<file path="src/rtl/gate3_bist.sv">
// gate3_bist: self-test driver for a 3-input combinational library cell.
// Drives the cell inputs through all eight {A,B,C} vectors for PASSES sweeps.
// Each vector is held for SETTLE cycles, then the cell output Z is sampled
// and compared against the TRUTH table.
// The block reports completion, pass/fail, a saturating error count and the
// first failing vector.
//
// Optional feature: define GATE3_BIST_STOP_ON_FAIL_EN to end the run at the
// first mismatch. Left undefined, every vector of every pass is applied.
//
// Parameters:
//   TRUTH   expected Z per vector index {A,B,C}; the default is NAND3
//   SETTLE  cycles a vector is held before sampling (1..15)
//   PASSES  number of full 8-vector sweeps per run (1..15)
//   ERR_W   width of the error counter
//
// Ports:
//   CK       clock, rising edge
//   CD       asynchronous active-high reset
//   START    run request, sampled on CK, ignored while BUSY
//   A/B/C    cell inputs (vector index bits 2/1/0), registered
//   Z        cell output under test, same clock domain
//   BUSY     sweep in progress
//   DONE     run complete; level, held until the next START
//   PASS     DONE with zero mismatches
//   ERRCNT   saturating mismatch count
//   FAILVEC  first mismatching vector; nonzero only when DONE and not PASS
module gate3_bist #(
  parameter logic [7:0]  TRUTH  = 8'h7F,
  parameter int unsigned SETTLE = 2,
  parameter int unsigned PASSES = 1,
  parameter int unsigned ERR_W  = 8
) (
  input  logic             CK,
  input  logic             CD,
  input  logic             START,
  output logic             A,
  output logic             B,
  output logic             C,
  input  logic             Z,
  output logic             BUSY,
  output logic             DONE,
  output logic             PASS,
  output logic [ERR_W-1:0] ERRCNT,
  output logic [2:0]       FAILVEC
);

  localparam int unsigned CNT_W = 4;
  localparam int unsigned IDX_W = 3;

  localparam logic [CNT_W-1:0] SETTLE_LAST = CNT_W'(SETTLE - 1);
  localparam logic [CNT_W-1:0] SWEEP_LAST  = CNT_W'(PASSES - 1);
  localparam logic [IDX_W-1:0] IDX_LAST    = '1;
  localparam logic [ERR_W-1:0] ERR_MAX     = '1;

  typedef enum logic [1:0] {
    ST_IDLE,
    ST_SETTLE,
    ST_SAMPLE,
    ST_FIN
  } state_t;

  state_t state_q, state_d;

  logic [IDX_W-1:0] idx_q, idx_d;
  logic [CNT_W-1:0] sweep_q, sweep_d;
  logic [CNT_W-1:0] settle_q, settle_d;
  logic [IDX_W-1:0] abc_q, abc_d;
  logic             busy_q, busy_d;
  logic             done_q, done_d;
  logic             pass_q, pass_d;
  logic [ERR_W-1:0] errcnt_q, errcnt_d;
  logic [IDX_W-1:0] failvec_q, failvec_d;
  // Captured first failing index; only published on FAILVEC at the end of a run.
  logic [IDX_W-1:0] first_fail_q, first_fail_d;

  logic             mismatch_c;
  logic             last_c;
  logic             stop_c;
  logic [ERR_W-1:0] err_next_c;
  logic [IDX_W-1:0] first_fail_next_c;

  // State and output registers.
  always_ff @(posedge CK or posedge CD) begin
    if (CD) begin
      state_q      <= ST_IDLE;
      idx_q        <= '0;
      sweep_q      <= '0;
      settle_q     <= '0;
      abc_q        <= '0;
      busy_q       <= 1'b0;
      done_q       <= 1'b0;
      pass_q       <= 1'b0;
      errcnt_q     <= '0;
      failvec_q    <= '0;
      first_fail_q <= '0;
    end else begin
      state_q      <= state_d;
      idx_q        <= idx_d;
      sweep_q      <= sweep_d;
      settle_q     <= settle_d;
      abc_q        <= abc_d;
      busy_q       <= busy_d;
      done_q       <= done_d;
      pass_q       <= pass_d;
      errcnt_q     <= errcnt_d;
      failvec_q    <= failvec_d;
      first_fail_q <= first_fail_d;
    end
  end

  // Sample-cycle evaluation: compare, saturating count, first-fail capture.
  always_comb begin
    mismatch_c        = (Z != TRUTH[idx_q]);
    last_c            = (idx_q == IDX_LAST) && (sweep_q == SWEEP_LAST);
    err_next_c        = errcnt_q;
    first_fail_next_c = first_fail_q;
    if (mismatch_c) begin
      if (errcnt_q != ERR_MAX) begin
        err_next_c = errcnt_q + ERR_W'(1);
      end
      // A zero count means no mismatch has been seen yet in this run.
      if (errcnt_q == '0) begin
        first_fail_next_c = idx_q;
      end
    end
`ifdef GATE3_BIST_STOP_ON_FAIL_EN
    stop_c = last_c || mismatch_c;
`else
    stop_c = last_c;
`endif
  end

  // Next-state and next-output logic.
  always_comb begin
    state_d      = state_q;
    idx_d        = idx_q;
    sweep_d      = sweep_q;
    settle_d     = settle_q;
    abc_d        = abc_q;
    busy_d       = busy_q;
    done_d       = done_q;
    pass_d       = pass_q;
    errcnt_d     = errcnt_q;
    failvec_d    = failvec_q;
    first_fail_d = first_fail_q;

    case (state_q)
      ST_IDLE, ST_FIN: begin
        if (START) begin
          state_d      = ST_SETTLE;
          idx_d        = '0;
          sweep_d      = '0;
          settle_d     = '0;
          abc_d        = '0;
          busy_d       = 1'b1;
          done_d       = 1'b0;
          pass_d       = 1'b0;
          errcnt_d     = '0;
          failvec_d    = '0;
          first_fail_d = '0;
        end
      end

      ST_SETTLE: begin
        settle_d = settle_q + CNT_W'(1);
        if (settle_q == SETTLE_LAST) begin
          state_d = ST_SAMPLE;
        end
      end

      ST_SAMPLE: begin
        errcnt_d     = err_next_c;
        first_fail_d = first_fail_next_c;
        settle_d     = '0;
        if (stop_c) begin
          state_d   = ST_FIN;
          abc_d     = '0;
          busy_d    = 1'b0;
          done_d    = 1'b1;
          pass_d    = (err_next_c == '0);
          failvec_d = (err_next_c == '0) ? '0 : first_fail_next_c;
        end else begin
          state_d = ST_SETTLE;
          idx_d   = idx_q + IDX_W'(1);
          abc_d   = idx_q + IDX_W'(1);
          if (idx_q == IDX_LAST) begin
            sweep_d = sweep_q + CNT_W'(1);
          end
        end
      end

      default: begin
        state_d = ST_IDLE;
      end
    endcase
  end

  assign {A, B, C} = abc_q;
  assign BUSY      = busy_q;
  assign DONE      = done_q;
  assign PASS      = pass_q;
  assign ERRCNT    = errcnt_q;
  assign FAILVEC   = failvec_q;

endmodule

</file>
<file path="config.mk">
export PLATFORM = sky130hd
export DESIGN_NAME = gate3_bist
export DESIGN_NICKNAME = d
export VERILOG_FILES = /design/src/rtl/gate3_bist.sv
export SDC_FILE = /design/constraint.sdc
export NUM_CORES = 1
export LEC_CHECK = 0
export CAP_MARGIN = 20
export CORE_AREA = 3 3 67 69
export DETAILED_ROUTE_END_ITERATION = 16
export DIE_AREA = 0 0 70 72
export PLACE_DENSITY = 0.75
export SYNTH_ARGS = -nofsm -noshare
export SYNTH_HDL_FRONTEND = slang
export SYNTH_SLANG_ARGS = --single-unit
</file>
<file path="constraint.sdc">
create_clock -name CK -period 2.05 [get_ports CK]
set_input_delay 0.41 -clock CK [delete_from_list [all_inputs] [get_ports CK]]
set_output_delay 0.41 -clock CK [all_outputs]
set_load 0.05 [all_outputs]
</file>
==> results.yml <==
# synthesis and place-and-route metrics
status:
  status: "completed"
route:
  wl_met2_um: 2180
  drt-pass1-iter-count: 4
  num_vias: 1842
logic_synthesis:
  ys_seq_elements: 33
  ys_async_sr_fraction_pct: 100.0
  adder_share_pct: 7.440
  edf_count: 0
  synth_cell_type_count: 42
  area_leaders: "dfrtp_1 41%, ha_1 7.4%, nand2_1 5.6%"
floorplan:
  fp_util_pct: 50.82
cts:
  cts-root-buf: "clkbuf_8"
  cts_buffer_depth: 2
final_timing:
  max_slew_margin_pct: 64.52
  finalMaxSlewViolations: 0
  setup_viol: 0
  fmax_mhz: 507.1
worst_setup_path:
  critPathLaunchType: "flip-flop"
  r2r_start: "idx_q[0]$_DFFE_PP0P_"
  path_max_fanout: 9
  crit_start: "ERRCNT[2]$_DFFE_PP0P_"
  timing.setup.critical_path_class: "reg -> out"
finish:
  fillers: 314
  num-nonclk-buffers: 48
  clockNetworkAreaShare_pct: 5.120
  nMultiInputCombCells: 173
  drive_gt1_share_pct: 20.44
  seq_area_share_pct: 31.82
global_routing:
  antenna_found_initial: 0
  grt_pass1_wl_um: 7983
power:
  seq_power_uw: 801
  maxPowerGroup: "sequential cells"
  p_total_uw: 2045
placement:
  pre_cts_ws_ns: -0.3105
Selected gate families:
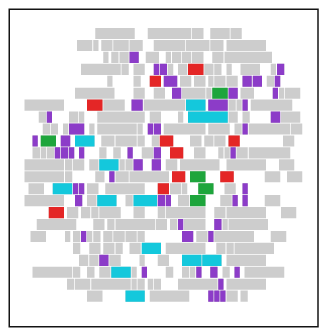
| family | colour | cells |
|---|---|---|
| adder and majority cells | cyan | 12 |
| multiplexers | green | 5 |
| AND-OR and OR-AND gates | red | 10 |
| NAND gates | purple | 54 |

The metal 3 layer:
The bar under the picture is 20 um long.
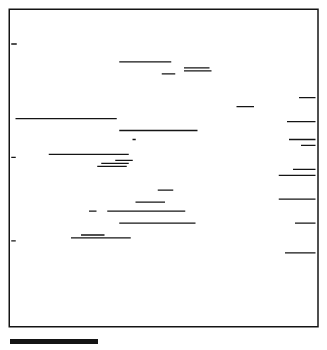
share of all routed wire: 4.8%
main direction: horizontal

The metal 2 layer:
Cells faint in the background.
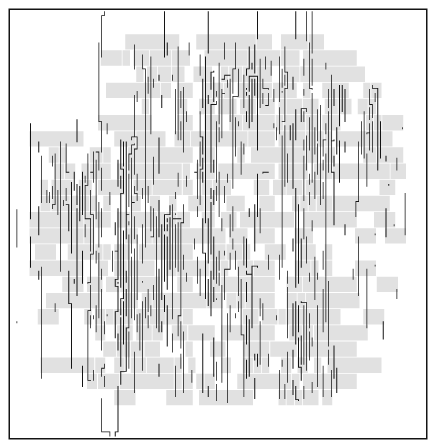
wire length on this layer: 2180 um
main direction: vertical
nets with wire on the layer: 237
share of all routed wire: 48%
longest straight run: 30.0 um

Congestion heat map:
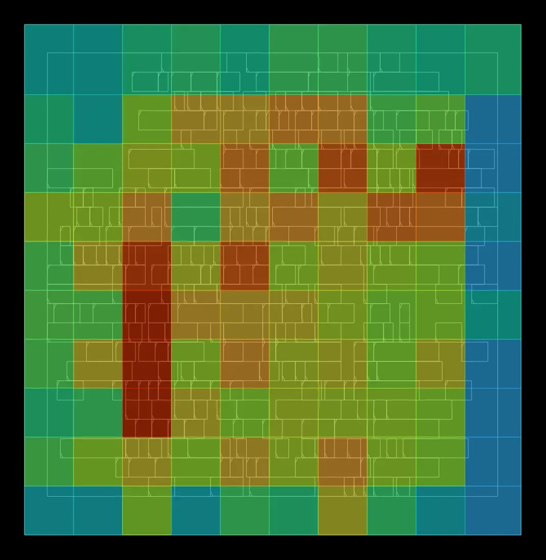
DR WL/cell: 14.14 um
Util after Layout: 65.85%
met2 Resource Use GR: 32.11%
met1 Usage GRT: 26.37%
total track usage: 19.65%

No activity file was given, so power comes from the tool's default toggle rates.
